<file path="src/rtl/simon_seq.sv">
// rtl/simon_seq.sv - Memory-backed Simon sequencer (append, play back, check replay).
// Optional SIMON_SPEEDUP_EN: halves playback on/off time once len exceeds MAX_LEN/2.
module simon_seq #(
  parameter int NUM_BTN       = 4,
  parameter int MAX_LEN       = 16,
  parameter int ON_TICKS      = 30,
  parameter int OFF_TICKS     = 30,
  parameter int TIMEOUT_TICKS = 120,
  localparam int BTN_W        = (NUM_BTN > 1) ? $clog2(NUM_BTN) : 1,
  localparam int LEN_W        = $clog2(MAX_LEN + 1)
) (
  input  logic             clk,
  input  logic             reset,
  input  logic [BTN_W-1:0] rand_in,
  input  logic             start,
  input  logic [BTN_W-1:0] player_num,
  input  logic             player_pressed,
  output logic             simon_turn,
  output logic [BTN_W-1:0] simon_num,
  output logic             simon_pressed,
  output logic [LEN_W-1:0] level,
  output logic             game_over,
  output logic             win
);

  localparam int ADDR_W   = (MAX_LEN > 1) ? $clog2(MAX_LEN) : 1;
  localparam int TICK_MAX = (ON_TICKS > OFF_TICKS)
                            ? ((ON_TICKS > TIMEOUT_TICKS) ? ON_TICKS : TIMEOUT_TICKS)
                            : ((OFF_TICKS > TIMEOUT_TICKS) ? OFF_TICKS : TIMEOUT_TICKS);
  localparam int TICK_W   = $clog2(TICK_MAX + 1);

  localparam logic [BTN_W:0]   NUM_BTN_W = (BTN_W + 1)'(NUM_BTN);
  localparam logic [BTN_W-1:0] NUM_BTN_T = BTN_W'(NUM_BTN);
  localparam logic [LEN_W-1:0] MAX_LEN_L = LEN_W'(MAX_LEN);

  typedef enum logic [2:0] {
    S_IDLE, S_APPEND, S_SHOW_OFF, S_SHOW_ON, S_WAIT_IN, S_LOSE, S_WIN
  } state_t;

  state_t            state_q;
  logic [LEN_W-1:0]  len_q;
  logic [LEN_W-1:0]  idx_q;
  logic [TICK_W-1:0] tick_q;
  logic [BTN_W-1:0]  seq_mem [MAX_LEN];

  logic [BTN_W-1:0]  rand_mod;
  logic [BTN_W-1:0]  cur_entry;
  logic              last_entry;
  logic [TICK_W-1:0] on_last;
  logic [TICK_W-1:0] off_last;

  // rand_in is always below 2*NUM_BTN, so one conditional subtract is a full modulo
  assign rand_mod   = ({1'b0, rand_in} >= NUM_BTN_W) ? (rand_in - NUM_BTN_T) : rand_in;
  assign cur_entry  = seq_mem[idx_q[ADDR_W-1:0]];
  assign last_entry = (idx_q == len_q - LEN_W'(1));

`ifdef SIMON_SPEEDUP_EN
  localparam int ON_FAST  = (ON_TICKS / 2 >= 1) ? ON_TICKS / 2 : 1;
  localparam int OFF_FAST = (OFF_TICKS / 2 >= 1) ? OFF_TICKS / 2 : 1;
  logic fast;
  assign fast     = (len_q > LEN_W'(MAX_LEN / 2));
  assign on_last  = fast ? TICK_W'(ON_FAST - 1) : TICK_W'(ON_TICKS - 1);
  assign off_last = fast ? TICK_W'(OFF_FAST - 1) : TICK_W'(OFF_TICKS - 1);
`else
  assign on_last  = TICK_W'(ON_TICKS - 1);
  assign off_last = TICK_W'(OFF_TICKS - 1);
`endif

  always_ff @(posedge clk) begin
    if (state_q == S_APPEND) begin
      seq_mem[len_q[ADDR_W-1:0]] <= rand_mod;
    end
  end

  always_ff @(posedge clk) begin
    if (!reset) begin
      state_q <= S_IDLE;
      len_q   <= '0;
      idx_q   <= '0;
      tick_q  <= '0;
    end else begin
      case (state_q)
        S_IDLE, S_LOSE, S_WIN: begin
          if (start) begin
            state_q <= S_APPEND;
            len_q   <= '0;
            idx_q   <= '0;
            tick_q  <= '0;
          end
        end
        S_APPEND: begin
          len_q   <= len_q + LEN_W'(1);
          idx_q   <= '0;
          tick_q  <= '0;
          state_q <= S_SHOW_OFF;
        end
        S_SHOW_OFF: begin
          if (tick_q == off_last) begin
            tick_q  <= '0;
            state_q <= S_SHOW_ON;
          end else begin
            tick_q <= tick_q + TICK_W'(1);
          end
        end
        S_SHOW_ON: begin
          if (tick_q == on_last) begin
            tick_q <= '0;
            if (last_entry) begin
              idx_q   <= '0;
              state_q <= S_WAIT_IN;
            end else begin
              idx_q   <= idx_q + LEN_W'(1);
              state_q <= S_SHOW_OFF;
            end
          end else begin
            tick_q <= tick_q + TICK_W'(1);
          end
        end
        S_WAIT_IN: begin
          // a press in the timeout cycle wins over the timeout
          if (player_pressed) begin
            tick_q <= '0;
            if (player_num != cur_entry) begin
              state_q <= S_LOSE;
            end else if (last_entry) begin
              state_q <= (len_q == MAX_LEN_L) ? S_WIN : S_APPEND;
            end else begin
              idx_q <= idx_q + LEN_W'(1);
            end
          end else if (tick_q == TICK_W'(TIMEOUT_TICKS - 1)) begin
            state_q <= S_LOSE;
          end else begin
            tick_q <= tick_q + TICK_W'(1);
          end
        end
        default: state_q <= S_IDLE;
      endcase
    end
  end

  assign simon_turn    = (state_q == S_APPEND) || (state_q == S_SHOW_OFF) || (state_q == S_SHOW_ON);
  assign simon_pressed = (state_q == S_SHOW_ON);
  assign simon_num     = simon_pressed ? cur_entry : '0;
  assign level         = len_q;
  assign game_over     = (state_q == S_LOSE) || (state_q == S_WIN);
  assign win           = (state_q == S_WIN);

endmodule

</file>
<file path="config.mk">
export PLATFORM = sky130hd
export DESIGN_NAME = simon_seq
export DESIGN_NICKNAME = d
export VERILOG_FILES = /design/src/rtl/simon_seq.sv
export SDC_FILE = /design/constraint.sdc
export NUM_CORES = 1
export LEC_CHECK = 0
export CELL_PAD_IN_SITES_DETAIL_PLACEMENT = 1
export CELL_PAD_IN_SITES_GLOBAL_PLACEMENT = 2
export CORE_MARGIN = 2
export CORE_UTILIZATION = 39
export DETAILED_ROUTE_END_ITERATION = 8
export PLACE_DENSITY = 0.84
export SLEW_MARGIN = 20
export SYNTH_ARGS = -nofsm -noshare
export SYNTH_HDL_FRONTEND = slang
export SYNTH_SLANG_ARGS = --single-unit
export TNS_END_PERCENT = 1
</file>
<file path="constraint.sdc">
create_clock -name clk -period 3.1 [get_ports clk]
set_input_delay 0.465 -clock clk [delete_from_list [all_inputs] [get_ports clk]]
set_output_delay 0.465 -clock clk [all_outputs]
set_load 0.03 [all_outputs]
</file>
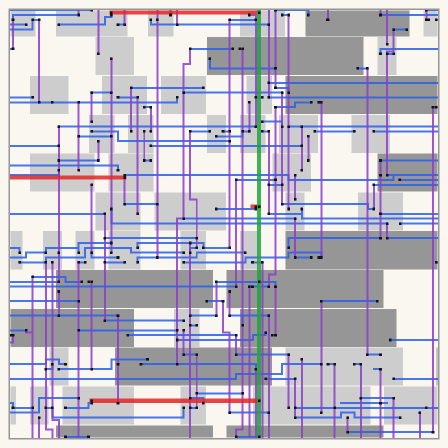
(run_1/zoom.png)
Window x 29 to 59, y 29 to 59 µm. Cells in grey, sequential cells in the stronger grey; small squares are vias.
colour	layer
green	met4
red	met3
purple	met2
blue	met1
sequential cells in the window	10
most frequent	edfxtp_1 (8), xor2_1 (5)
cells with their middle in the window	47
netlist names of flops here include	`seq_mem` (8), `idx_q` (2)

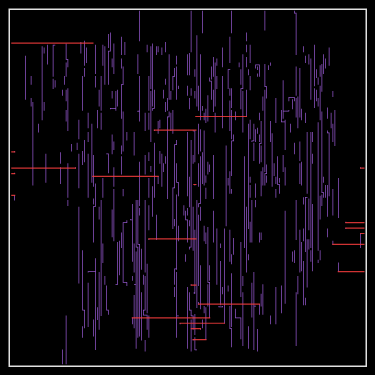
(run_1/metal_stack.png)
Drawn at 4 px/µm. Two of the layers only.
colour	layer	wire length
purple	met2	2700 µm
red	met3	166 µm
detail-routed net length per standard cell: 16.2 µm
all-layer global routing usage: 17.1%

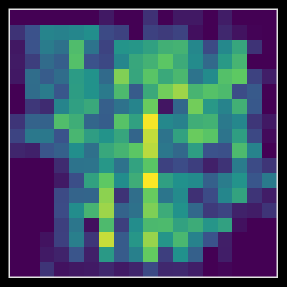
(run_1/wire_density.png)
Drawn at 3 px/µm. The die is cut into 18 by 18 equal tiles; dark purple is low, yellow is high, scaled to the fullest tile. Values are wire area over tile area, all layers added.
mean over tiles	0.12
fullest tile	0.37
tiles over half the peak	29%
nearly empty tiles	19%
routed via count: 2007
final wirelength: 6.18 mm

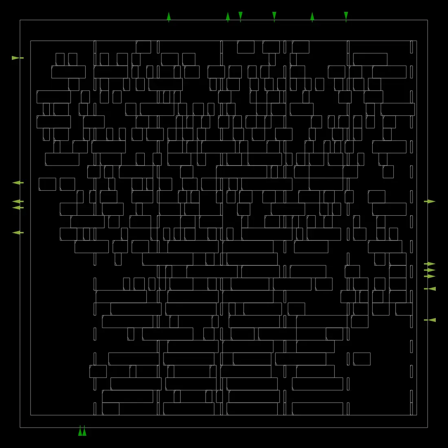
(run_1/final_placement.png)
Site Rows: 30
well-tap cell count: 96
fill cell count: 778
flop share of the area: 45.3%

==> results.txt, run 1 <==
The synthesis and place-and-route flow finished, so here is a summary.

Summed over its instances, the top area cell type makes up 34.2% of the synthesized netlist area. In this run, the clock network consumes 19.0% of the power. The length in cells of the worst reg-to-reg path is 8. The worst setup path is captured at an output pin. The power in the clock group came out at 0.402 mW. The cell depth of the worst min-delay path is 2. The chip area came out at 7890 µm². The number of nets in the synthesized netlist came out at 281. Net switching is 37.9% of the power.

In this run, synthesis inferred 32 flip-flops with an integrated enable. For this run, the share of the core covered by cells in the final layout is 46.4%. Hold analysis lists the worst path endpoint as tick_q[4]$_SDFFE_PN0P_. The sequential fraction of the synthesis area is 51.3%. TritonCTS created 5 clock buffers. The via count of the first global-routing pass is 1999. Looking at the post-CTS report, the setup buffer insertion count equals 0.

Entering global routing, the biggest net connects 19 pins. The number of top-level pins came out at 19. The leakage power came out at 1.06 nW. The maximum resistive drop on vdd is 0.307 mV. The most frequently used cell type in the post-synthesis netlist is sky130_fd_sc_hd__edfxtp_1.

The number of logic gates came out at 188. Among all cell classes, the greatest summed area belongs to sequential cells. The heaviest power group is sequential cells. In the post-synthesis netlist, the biggest area contributors are sky130_fd_sc_hd__edfxtp_1 (34%), sky130_fd_sc_hd__dfxtp_1 (17%), sky130_fd_sc_hd__mux4_2 (6.4%). In the synthesized netlist, the number of instances is 266.

The number of max-slew violations in the final report is 0. The number of warnings in the stage logs came out at 30. The clock transition at the registers of the reported paths is 0.10 ns. Yosys reports that the most numerous cell types are sky130_fd_sc_hd__edfxtp_1 (32), sky130_fd_sc_hd__nor2_1 (29), sky130_fd_sc_hd__dfxtp_1 (24). The detailed-routing iteration count for the pre-antenna-repair pass came out at 4. The top routing layer in use is met4. The flip-flop count of the largest register after layout came out at 32. The via density per instance came out at 5.25.

The first global-routing pass estimated 10.1 mm of wire. The maximum frequency from static timing analysis came out at 341 MHz. The worst hold path belongs to the class register to register.

Sequential cells consume a total of 0.923 mW. The final number of setup-violating endpoints came out at 0. After detailed routing, the met3 layer carries 166 µm of wire. The quantity of gates resized following cts came out at 1. In the final layout, the multi-input gates occupy 1270 µm². The combinational-cell power consumption came out at 0.790 mW. The insertion delay to the later sink of the worst-skew pair came out at 0.32 ns.

In this run the critical register-to-register path is captured at idx_q[3]$_SDFFE_PN0P_. The number of sequential cells in the layout is 56. The number of sinks on the clock net is 56. The final hold slack is 0.510 ns. The part of the power in registers is 43.7%. The post-detailed-placement cell area came out at 3100 µm². The tally of yosys warning messages came out at 0. The number of synthesized register bits is 56.

The final critical path takes up 94.6% of the cycle. The non-clock inverter count in the final layout came out at 11. In this run the worst setup path terminates at simon_num[1]. At the worst endpoint, the required time is 2.63 ns. The post-detailed-route DRC marker count is 0. CTS placed an instance of sky130_fd_sc_hd__clkbuf_8 at the clock tree root.

The library cells used most frequently in the layout, excluding fill and tap cells, are sky130_fd_sc_hd__edfxtp_1 (32), sky130_fd_sc_hd__nor2_1 (29), sky130_fd_sc_hd__dfxtp_1 (23). The flow ran to the end, and the final reports show no timing, DRC or antenna violations. Max-cap violations in this run came to 0. The fraction of standard cell area in multi-input logic came out at 40.0%.

The sum of overflow across all layers after global routing came out at 0. The chip area line of the yosys report is 2810 µm². The flip-flop and latch area came out at 1440 µm².

sky130_fd_sc_hd__edfxtp_1 takes more of the synthesized area than any other cell. The hold-fix buffer count after cts is 0. The post-route non-filler standard cell count came out at 382. The buffer levels on the longest clock path came out at 2. TritonCTS built the clock tree. The worst-path maximum fanout is 8. The area of all placed cells without fillers is 3190 µm².

The final critical-path setup slack came out at 0.169 ns. The part of the power in combinational logic is 37.3%. The data arrival time at the worst-slack endpoint is 2.47 ns. Setup repair after global routing left no endpoint under its margin.

The worst path needs 2.93 ns of the cycle, external delays included.
run 1: cell families after synthesis:
group | synth area share (%)
adders and majority gates | 3.12
DFF | 51.3
xor gates and xnor gates | 5.61
and+or+nand+nor | 16.0
AOI/OAI and AO/OA | 11.0
muxes | 9.63
buffers and inverters | 3.25
run 1: metal layers:
metal / global-route usage (%) / vias up
li1: - / 995
met3: 3.26 / 7
met5: 0 / -
met2: 25.0 / 26
met1: 25.8 / 979
met4: 4.96 / 0
run 1: critical path, stage by stage, from the launching register on:
cell	delay, ns
sky130_fd_sc_hd__dfxtp_2	0.50
sky130_fd_sc_hd__mux4_2	0.54
sky130_fd_sc_hd__mux2i_1	0.25
sky130_fd_sc_hd__mux2i_1	0.12
sky130_fd_sc_hd__and2_1	0.17
sky130_fd_sc_hd__clkdlybuf4s50_1	0.58
==> run_1/gate_families.png <==
Drawn at 4 px/µm.
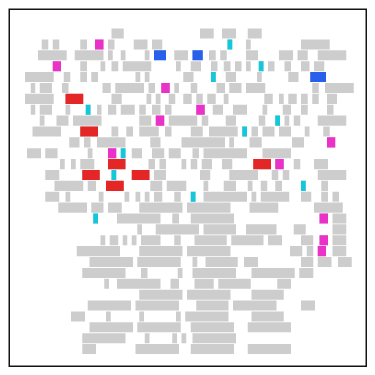

==> run 1 -> run 2 <==
- CORE_MARGIN: 2 -> not set
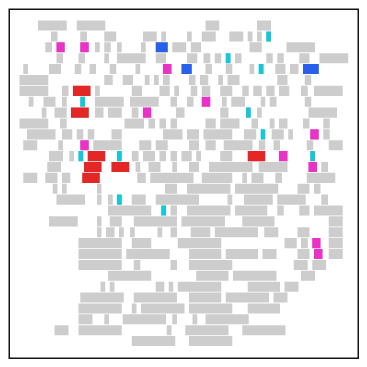
(run_2/gate_families.png)
Drawn at 4 px/µm.
colour	family	cells
red	adder and majority cells	7
blue	AND-OR and OR-AND gates	3
magenta	AND and OR gates	11
cyan	inverters	11
logic gate fraction of the total cell area: 40.0%
non-filler instance count after layout: 382
commonest non-fill, non-tap cell in the layout: sky130_fd_sc_hd__edfxtp_1

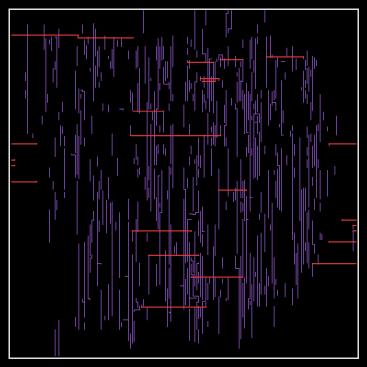
(run_2/metal_stack.png)
Drawn at 4 px/µm. Two of the layers only.
colour	layer	wire length
red	met3	196 µm
purple	met2	2760 µm
detail-routed net length per standard cell: 16.5 µm
final wirelength: 6.29 mm
routed via count: 2052

==> run 2 against run 1 <==
Effect of this change:
- total power grew 0.41%
- non-clock buffer count is the same
- global-route usage grew 1.0 points
- clock skew shrank 0.00075 ns
- utilization is the same
- register-to-register slack lost 0.09 ns
- first-iteration DRC count grew to 2.6 times the previous value
- wire length grew 1.8%
- cell count is the same
- sequential cell count is the same
==> results.txt, run 2 <==
The synthesis and place-and-route flow finished, so here is a summary.

The final number of setup-violating endpoints is 0 (unchanged). The buffer levels on the longest clock path is 2 (unchanged). In the synthesized netlist, the cells that appear most often are sky130_fd_sc_hd__edfxtp_1 (32), sky130_fd_sc_hd__nor2_1 (29), sky130_fd_sc_hd__dfxtp_1 (24). The area of all placed cells without fillers came to 3190 µm² (unchanged). The post-detailed-route DRC marker count came out at 0 (unchanged). The post-CTS setup buffer count came out at 0 (unchanged). The synthesized netlist cell count came out at 266 (unchanged). The data arrival time at the worst-slack endpoint came out at 2.46 ns (about the same). The non-clock inverter count in the final layout is 11 (unchanged). The fraction of synthesized cell area taken by the top area cell type came to 34.2% (unchanged). The number of buffers created by CTS was 5 (unchanged). The highest metal layer carrying signal wires in the routed design is met4. The most common logic cells in the final layout are sky130_fd_sc_hd__edfxtp_1 (32), sky130_fd_sc_hd__nor2_1 (29), sky130_fd_sc_hd__dfxtp_1 (23). The number of well taps came out at 96 (unchanged). The delay contributed by the slowest stage of the critical path is 0.58 ns (about the same).

The chip area came out at 7540 µm² (-4.5%). The clock share of power is 18.6% (-0.4 points). The flip-flop and latch area is 1440 µm² (unchanged). The share of the clock period used by the worst path came out at 94.3% (-0.26 points). The met3 usage in global routing came out at 3.03% (-0.23 points).

In the post-synthesis netlist, the biggest area contributors are sky130_fd_sc_hd__edfxtp_1 (34%), sky130_fd_sc_hd__dfxtp_1 (17%), sky130_fd_sc_hd__mux4_2 (6.4%). The overall fraction of global-route tracks in use came to 18.1% (+1.0 points). The leakage power is 1.06 nW (unchanged).

The number of logic gates is 188 (unchanged). The largest cell class by area is sequential cells. The busiest layer in global routing is met1. The via density per instance came to 5.37 (+2.2%).

The area of the multi-input gates came out at 1270 µm² (unchanged). The part of the power in combinational logic is 37.9% (+0.6 points). The number of max-slew violations in the final report is 0 (unchanged). The quantity of gates resized following cts is 1 (unchanged). The number of standard-cell rows in the floorplan came out at 30 (unchanged).

The power in the clock group came out at 0.395 mW (-2%). The final hold slack came out at 0.515 ns (+0.00527 ns). The met2 routing resource usage after global routing came out at 26.7% (+1.7 points). The library cell with the largest summed area after synthesis is sky130_fd_sc_hd__edfxtp_1. The kind of path behind the tightest hold check is register to register. STA classifies the critical path endpoint as an output pin.

The area fraction in and, or, nand and nor cells after synthesis is 16.0% (unchanged). The number of hold violations in the final report is 0. The chip area line of the yosys report is 2810 µm² (unchanged). The number of sinks on the clock net came out at 56 (unchanged). The design draws 2.12 mW.

The met3 wirelength from detailed routing is 195 µm (+17%). The number of top-level pins came out at 19 (unchanged). The worst-path maximum fanout came to 8 (unchanged).

The met2 layer wire length in the routed design is 2.76 mm. The area share of xor/xnor cells in the synthesized design came out at 5.61% (unchanged). The number of nets in the synthesized netlist was 281 (unchanged).

The combinational-cell power consumption came out at 0.804 mW (+2%). The root buffer cell chosen for the clock tree is sky130_fd_sc_hd__clkbuf_8. The number of synthesized flops with an enable pin came out at 32 (unchanged). The sum of overflow across all layers after global routing is 0 (unchanged). The largest net degree at the start of global routing came out at 19 (unchanged).

The minimum clock period after layout came out at 2.92 ns (-0.00806 ns). The number of synthesized register bits is 56 (unchanged). The detailed-routing iteration count for the pre-antenna-repair pass came to 4 (unchanged). The maximum frequency from static timing analysis came to 342 MHz (+0.28%). The post-detailed-placement cell area is 3100 µm² (unchanged).

The final critical-path setup slack is 0.177 ns (+0.00806 ns). Setup repair after global routing left no endpoint under its margin. By area, the combinational part of the netlist is dominated by simple AND/OR/NAND/NOR gates.

For this design, the slowest cell found on the critical path is sky130_fd_sc_hd__clkdlybuf4s50_1. The cell depth of the worst min-delay path is 2 (unchanged). The flip-flop count of the largest register after layout came to 32 (unchanged). The via count of the first global-routing pass came to 2046 (+2.4%). The area fraction in compound gates was 11.0% (unchanged). The length in cells of the worst reg-to-reg path is 8 (unchanged).

In this run the critical path is formed by mux4_2, mux2i_1, mux2i_1, and2_1, clkdlybuf4s50_1. In the finished layout, the clock tree contains a buffer count of 6. The tally of yosys warning messages came out at 0 (unchanged). The most frequently used cell type in the post-synthesis netlist is sky130_fd_sc_hd__edfxtp_1. The insertion delay to the later sink of the worst-skew pair was 0.31 ns (about the same). Looking at the reg2reg group, the worst path ends at idx_q[3]$_SDFFE_PN0P_. The mux cell area share after synthesis is 9.63% (unchanged). The global routing usage on met1 came out at 28.1% (+2.3 points).

The switching power share of the total came out at 38.1% (+0.25 points). The final cell utilization of the core is 46.4% (unchanged). The hold-fix buffer count after cts is 0 (unchanged). The part of the power in registers came out at 43.5% (-0.2 points). The share of the final layout cell area in sequential cells came to 45.3% (unchanged). The max-capacitance violation count came out at 0 (unchanged).

The largest part of the power goes to sequential cells. The number of filler instances in the final layout came to 778 (unchanged). The sequential fraction of the synthesis area came out at 51.3% (unchanged). The flow ran to the end, and the final reports show no timing, DRC or antenna violations.

The number of warnings in the stage logs is 30 (unchanged). The area fraction in full adders, half adders and majority gates is 3.12% (unchanged).
## run 2: cell counts after synthesis
Identical to the previous run, type by type.
## run 2: worst max-delay path by stage
| stage | from | endpoint | slack [ns] | cells past startpoint |
|---|---|---|---|---|
| after global routing | register | simon_num[0] | 0.03 | 5 |
| after detailed placement | register | idx_q[3]$_SDFFE_PN0P_ | 0.28 | 8 |
| after global placement | register | simon_num[1] | 0.40 | 5 |
| after floorplan | level[0]$_SDFFE_PN0P_ | state_q[1]$_SDFFE_PN0P_ | 0.52 | 9 |
| final | register | simon_num[0] | 0.18 | 5 |
| after CTS | register | simon_num[0] | 0.13 | 5 |
## run 2: critical path: cells and delay by family, from the launching register on
kind | cells | cell delay, ns
buffers and inverters | 1 | 0.58
DFF | 1 | 0.50
and+or+nand+nor | 1 | 0.16
muxes | 3 | 0.93
Power is estimated from default activity; no workload was simulated.
